===== config.mk =====
export PLATFORM = sky130hd
export DESIGN_NAME = eth_axis_rx
export DESIGN_NICKNAME = d
export VERILOG_FILES = /design/src/rtl/eth_pkg.sv /design/src/rtl/axis_skid_buffer.sv /design/src/rtl/eth_axis_rx.sv
export SDC_FILE = /design/constraint.sdc
export NUM_CORES = 1
export LEC_CHECK = 0
export CAP_MARGIN = 20
export CORE_ASPECT_RATIO = 0.6
export CORE_MARGIN = 3
export CORE_UTILIZATION = 49
export DETAILED_ROUTE_END_ITERATION = 10
export HOLD_SLACK_MARGIN = 0.12
export PLACE_DENSITY_LB_ADDON = 0.08
export SLEW_MARGIN = 0
export SYNTH_ARGS = -nofsm -noshare
export SYNTH_HDL_FRONTEND = slang
export SYNTH_SLANG_ARGS = --single-unit
export TNS_END_PERCENT = 20

===== constraint.sdc =====
create_clock -name clk -period 1.65 [get_ports clk]
set_input_delay 0.2475 -clock clk [delete_from_list [all_inputs] [get_ports clk]]
set_output_delay 0.2475 -clock clk [all_outputs]
set_load 0.01 [all_outputs]

===== src/rtl/eth_pkg.sv =====
// Shared Ethernet/ARP definitions for the RX path and the ARP block.
// Latency: n/a (types and constants only).
// Backpressure: n/a.
package eth_pkg;

  localparam int ETH_HDR_BYTES = 14;
  localparam int MAC_W         = 48;
  localparam int IP_W          = 32;
  localparam int ETYPE_W       = 16;
  localparam int HDR_W         = 2 * MAC_W + ETYPE_W;
  localparam int HDR_CNT_W     = 4;

  localparam logic [ETYPE_W-1:0] ETHERTYPE_ARP  = 16'h0806;
  localparam logic [ETYPE_W-1:0] ETHERTYPE_IPV4 = 16'h0800;

  typedef enum logic {
    ST_HDR     = 1'b0,
    ST_PAYLOAD = 1'b1
  } rx_state_e;

  // Wire order of the header: dest first, so shifting bytes in from the
  // bottom leaves dest in the top bits once all 14 bytes have arrived.
  typedef struct packed {
    logic [MAC_W-1:0]   dest_mac;
    logic [MAC_W-1:0]   src_mac;
    logic [ETYPE_W-1:0] eth_type;
  } eth_hdr_t;

endpackage


===== src/rtl/axis_skid_buffer.sv =====
// Two-entry stream skid buffer carrying data+last+user with registered outputs.
// Latency: 1 cycle input to output; sustains 1 beat/cycle while m_rdy_i is held high.
// Backpressure: s_rdy_o is registered and drops only once the skid entry is occupied.
module axis_skid_buffer #(
  parameter int DW = 8
) (
  input  logic          clk,
  input  logic          rst_n,
  input  logic          s_vld_i,
  output logic          s_rdy_o,
  input  logic [DW-1:0] s_dat_i,
  input  logic          s_last_i,
  input  logic          s_user_i,
  output logic          m_vld_o,
  input  logic          m_rdy_i,
  output logic [DW-1:0] m_dat_o,
  output logic          m_last_o,
  output logic          m_user_o
);

  localparam int BW = DW + 2;

  logic [BW-1:0] out_q, out_d, skid_q, skid_d;
  logic          out_vld_q, out_vld_d, skid_vld_q, skid_vld_d;
  logic          out_pop, in_push;

  assign out_pop = out_vld_q & m_rdy_i;
  assign in_push = s_vld_i & ~skid_vld_q;

  // Fill the output register first; park a beat in the skid entry only when the output is stalled.
  always_comb begin
    out_d      = out_q;
    out_vld_d  = out_vld_q;
    skid_d     = skid_q;
    skid_vld_d = skid_vld_q;
    if (skid_vld_q) begin
      if (out_pop) begin
        out_d      = skid_q;
        skid_vld_d = 1'b0;
      end
    end else if (in_push) begin
      if (!out_vld_q || out_pop) begin
        out_d     = {s_user_i, s_last_i, s_dat_i};
        out_vld_d = 1'b1;
      end else begin
        skid_d     = {s_user_i, s_last_i, s_dat_i};
        skid_vld_d = 1'b1;
      end
    end else if (out_pop) begin
      out_vld_d = 1'b0;
    end
  end

  // Buffer state registers; reset empties both entries.
  always_ff @(posedge clk or negedge rst_n) begin
    if (!rst_n) begin
      out_q      <= '0;
      out_vld_q  <= 1'b0;
      skid_q     <= '0;
      skid_vld_q <= 1'b0;
    end else begin
      out_q      <= out_d;
      out_vld_q  <= out_vld_d;
      skid_q     <= skid_d;
      skid_vld_q <= skid_vld_d;
    end
  end

  assign s_rdy_o  = ~skid_vld_q;
  assign m_vld_o  = out_vld_q;
  assign m_dat_o  = out_q[DW-1:0];
  assign m_last_o = out_q[DW];
  assign m_user_o = out_q[DW+1];

endmodule


===== src/rtl/eth_axis_rx.sv =====
// Ethernet RX: strips the 14-byte header into parallel fields and forwards the payload stream.
// Latency: header valid 1 cycle after byte 13; payload 1 cycle input to output.
// Backpressure: header bytes stall while a parsed header is unconsumed; payload stalls when the skid buffer is full.
module eth_axis_rx
  import eth_pkg::*;
#(
  parameter int DATA_WIDTH = 8,
  parameter int HDR_BYTES  = ETH_HDR_BYTES
) (
  input  logic                  clk,
  input  logic                  rst_n,
  input  logic [DATA_WIDTH-1:0] s_axis_tdata,
  input  logic                  s_axis_tvalid,
  output logic                  s_axis_tready,
  input  logic                  s_axis_tlast,
  input  logic                  s_axis_tuser,
  output logic                  m_eth_hdr_valid,
  input  logic                  m_eth_hdr_ready,
  output logic [MAC_W-1:0]      m_eth_dest_mac,
  output logic [MAC_W-1:0]      m_eth_src_mac,
  output logic [ETYPE_W-1:0]    m_eth_type,
  output logic [DATA_WIDTH-1:0] m_eth_payload_axis_tdata,
  output logic                  m_eth_payload_axis_tvalid,
  input  logic                  m_eth_payload_axis_tready,
  output logic                  m_eth_payload_axis_tlast,
  output logic                  m_eth_payload_axis_tuser,
  output logic                  busy,
  output logic                  error_header_early_termination
);

  if (DATA_WIDTH != 8) begin : g_bad_width
    $error("eth_axis_rx supports only DATA_WIDTH = 8");
  end
  if (HDR_BYTES != ETH_HDR_BYTES) begin : g_bad_hdr
    $error("eth_axis_rx header length is fixed at 14 bytes");
  end

  rx_state_e            state_q, state_d;
  logic [HDR_CNT_W-1:0] cnt_q, cnt_d;
  eth_hdr_t             hdr_q, hdr_d;
  logic                 hdr_vld_q, hdr_vld_d;
  logic                 busy_q, busy_d;
  logic                 err_q, err_d;
  logic                 live_q;
  logic                 skid_in_vld, skid_in_rdy;
  logic                 in_fire, hdr_fire, hdr_done, pay_last_fire;

  assign in_fire       = s_axis_tvalid & s_axis_tready;
  assign hdr_fire      = in_fire & (state_q == ST_HDR);
  assign hdr_done      = hdr_fire & ~s_axis_tlast & (cnt_q == HDR_CNT_W'(HDR_BYTES - 1));
  assign pay_last_fire = in_fire & (state_q == ST_PAYLOAD) & s_axis_tlast;

  // State register; live_q keeps tready low during reset and for the first edge after release.
  always_ff @(posedge clk or negedge rst_n) begin
    if (!rst_n) begin
      state_q <= ST_HDR;
      live_q  <= 1'b0;
    end else begin
      state_q <= state_d;
      live_q  <= 1'b1;
    end
  end

  // Next state: a complete header enters PAYLOAD, an accepted payload tlast returns to HDR.
  always_comb begin
    state_d = state_q;
    case (state_q)
      ST_HDR:     if (hdr_done) state_d = ST_PAYLOAD;
      ST_PAYLOAD: if (pay_last_fire) state_d = ST_HDR;
      default:    state_d = ST_HDR;
    endcase
  end

  // Outputs per state: tready and skid-buffer steering depend only on registered state.
  always_comb begin
    s_axis_tready = 1'b0;
    skid_in_vld   = 1'b0;
    case (state_q)
      ST_HDR:     s_axis_tready = live_q & ~hdr_vld_q;
      ST_PAYLOAD: begin
        s_axis_tready = live_q & skid_in_rdy;
        skid_in_vld   = s_axis_tvalid;
      end
      default: ;
    endcase
  end

  // Header capture, byte counting, busy tracking and the early-termination pulse.
  always_comb begin
    cnt_d     = cnt_q;
    hdr_d     = hdr_q;
    hdr_vld_d = hdr_vld_q & ~m_eth_hdr_ready;
    busy_d    = busy_q;
    err_d     = 1'b0;
    if (hdr_fire) begin
      hdr_d  = {hdr_q[HDR_W-DATA_WIDTH-1:0], s_axis_tdata};
      busy_d = 1'b1;
      if (s_axis_tlast) begin
        cnt_d  = '0;
        err_d  = 1'b1;
        busy_d = 1'b0;
      end else if (hdr_done) begin
        cnt_d     = '0;
        hdr_vld_d = 1'b1;
      end else begin
        cnt_d = cnt_q + HDR_CNT_W'(1);
      end
    end
    if (pay_last_fire) busy_d = 1'b0;
  end

  // Header datapath registers.
  always_ff @(posedge clk or negedge rst_n) begin
    if (!rst_n) begin
      cnt_q     <= '0;
      hdr_q     <= '0;
      hdr_vld_q <= 1'b0;
      busy_q    <= 1'b0;
      err_q     <= 1'b0;
    end else begin
      cnt_q     <= cnt_d;
      hdr_q     <= hdr_d;
      hdr_vld_q <= hdr_vld_d;
      busy_q    <= busy_d;
      err_q     <= err_d;
    end
  end

  axis_skid_buffer #(.DW(DATA_WIDTH)) u_skid (
    .clk      (clk),
    .rst_n    (rst_n),
    .s_vld_i  (skid_in_vld),
    .s_rdy_o  (skid_in_rdy),
    .s_dat_i  (s_axis_tdata),
    .s_last_i (s_axis_tlast),
    .s_user_i (s_axis_tuser & s_axis_tlast),
    .m_vld_o  (m_eth_payload_axis_tvalid),
    .m_rdy_i  (m_eth_payload_axis_tready),
    .m_dat_o  (m_eth_payload_axis_tdata),
    .m_last_o (m_eth_payload_axis_tlast),
    .m_user_o (m_eth_payload_axis_tuser)
  );

  assign m_eth_hdr_valid                = hdr_vld_q;
  assign m_eth_dest_mac                 = hdr_q.dest_mac;
  assign m_eth_src_mac                  = hdr_q.src_mac;
  assign m_eth_type                     = hdr_q.eth_type;
  assign busy                           = busy_q;
  assign error_header_early_termination = err_q;

endmodule

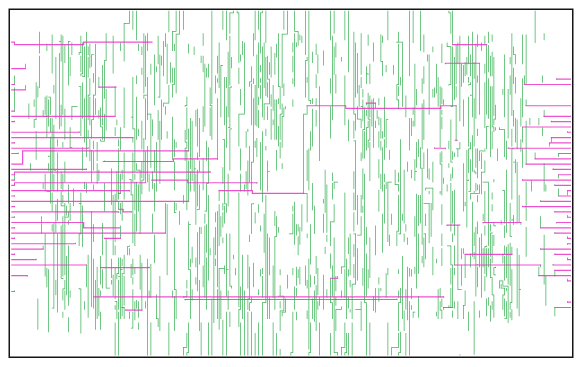
Fig. 1. Wiring by layer (run 1).
Only two layers are drawn.
legend:
  met3:
    colour: magenta
    wire_length: 1100 um
  met2:
    colour: green
    wire_length: 6750 um
Wirelength per Cell: 15.92 um
total track usage: 23.32%
total wire length: 14.63 mm
via count: 4554

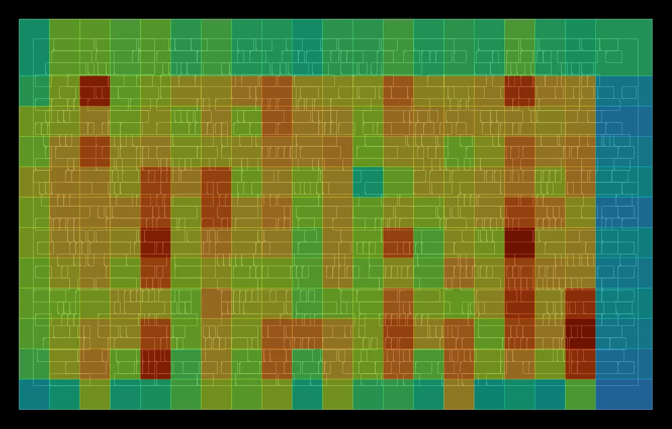
Fig. 2. Routing congestion map (run 1).
met2 track demand over resource: 36.24%
global route hottest layer: met2

==> impl_metrics.tcl <==
# flow metrics
set metrics [dict create \
    place_inst 879 \
    clock_skew_ns 0.007212 \
    r2r_slack_ns 0.03 \
    io_pins 142 \
    period_needed_ns 1.622 \
    irDropWorstVdd_v 0.0009843 \
    cts_tree "done" \
    clkCellAreaFrac_pct 7.601 \
    finalSetupTns_ns 0 \
    gp_congestion 0.8144 \
    cts_buffer_depth 2 \
    n_antenna_cell 0 \
    worst-path-stages 8 \
    die_w_um 144.0 \
    cts_buffers 17 \
    numSynthFlops 143 \
    core_util_floorplan_pct 51.60 \
    hold_ws_ns 0.3232 \
    cts_setup_buffers 3 \
    n_all_buffers 179 \
    rr_worst_depth 8 \
    cp.required_ns 1.98 \
    ys_types 32 \
    lay_top_count "nand2_1" \
    pg_comb_mw 5.60 \
    antenna_found_initial 0 \
    clock_net_power_mw 3.95 \
    pre_cts_ws_ns -0.1181 \
    die-area_mm2 0.01278 \
    simple_gate_share_pct 25.77 \
    synth_cells 601 \
    crit_end "u_skid.out_q[2]$_DFFE_PN0P_" \
    avgSynthCellArea_um2 9.314 \
    crit_fanout 6 \
    nClkBuffers 19 \
    xor_area_share_pct 0 \
    fp.dieH_um 88.79 \
    syn_area_mm2 0.005598 \
    switchingPower_mw 5.207 \
    cp-end-kind "flip-flop" \
    common_cells "nand2_1, dfrtp_1, a21oi_1, clkbuf_1" \
    dr.pass1.iters 4 \
    min_period_over_period_pct 98.29 \
    grt_overflow 0 \
    synthAoiAreaFrac_pct 2.839 \
    p_leak_nw 4.358 \
    grt_util_met3_pct 7.181 \
    maxPowerGroup "sequential cells" \
    yosys_area_mm2 0.005598 \
    worst_path_dominant_cell_family "buffers and inverters" \
    finalPower_mw 15.61 \
    yosysSeqAreaShare_pct 63.92 \
    fin_ws_ns 0.02816 \
    max_freq_mhz 616.6 \
    dpl_cell_area_mm2 0.007367 \
    layout.non_clock_inverters 5 \
    via_per_inst 4.955 \
    slowest_delay_ns 0.38 \
    largestClassByArea "registers" \
    status "completed" \
    flops 143 \
]
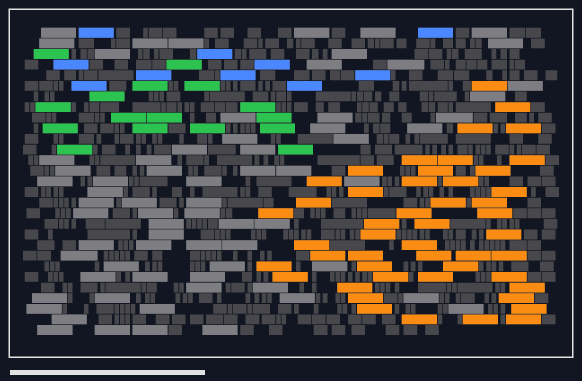
Fig. 3. Sequential cells grouped by signal name (run 1).
Bar = 50 um. Other sequential cells in the stronger grey, the rest of the logic in the fainter grey.
legend:
  `u_skid.skid_q`:
    colour: blue
    sequential_cells: 10
  `m_eth_dest_mac`:
    colour: orange
    sequential_cells: 48
  `m_eth_type`:
    colour: green
    sequential_cells: 16
not coloured: 69
Util after Layout: 74.80%
register area: 0.003582 mm2
seq pwr: 6.07 mW
sequential share of cell area: 44.14%

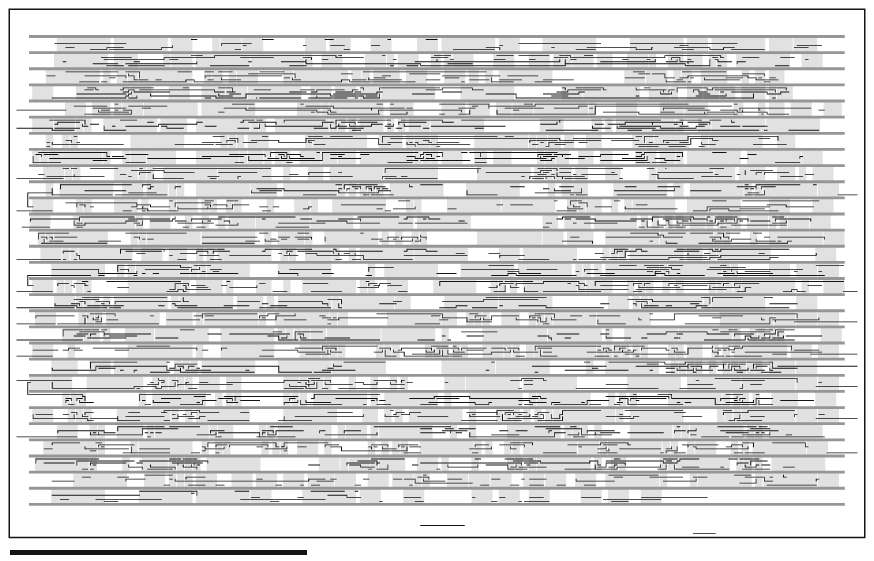
Fig. 4. Metal 1 (run 1).
Bar = 50 um. Supply wires on this layer in grey.
share of all routed wire: 45%
nets with wire on the layer: 686
wire length on this layer: 6650 um
longest straight run: 41.9 um
GR Util met1: 31.38%

No activity file was given, so power comes from the tool's default toggle rates.
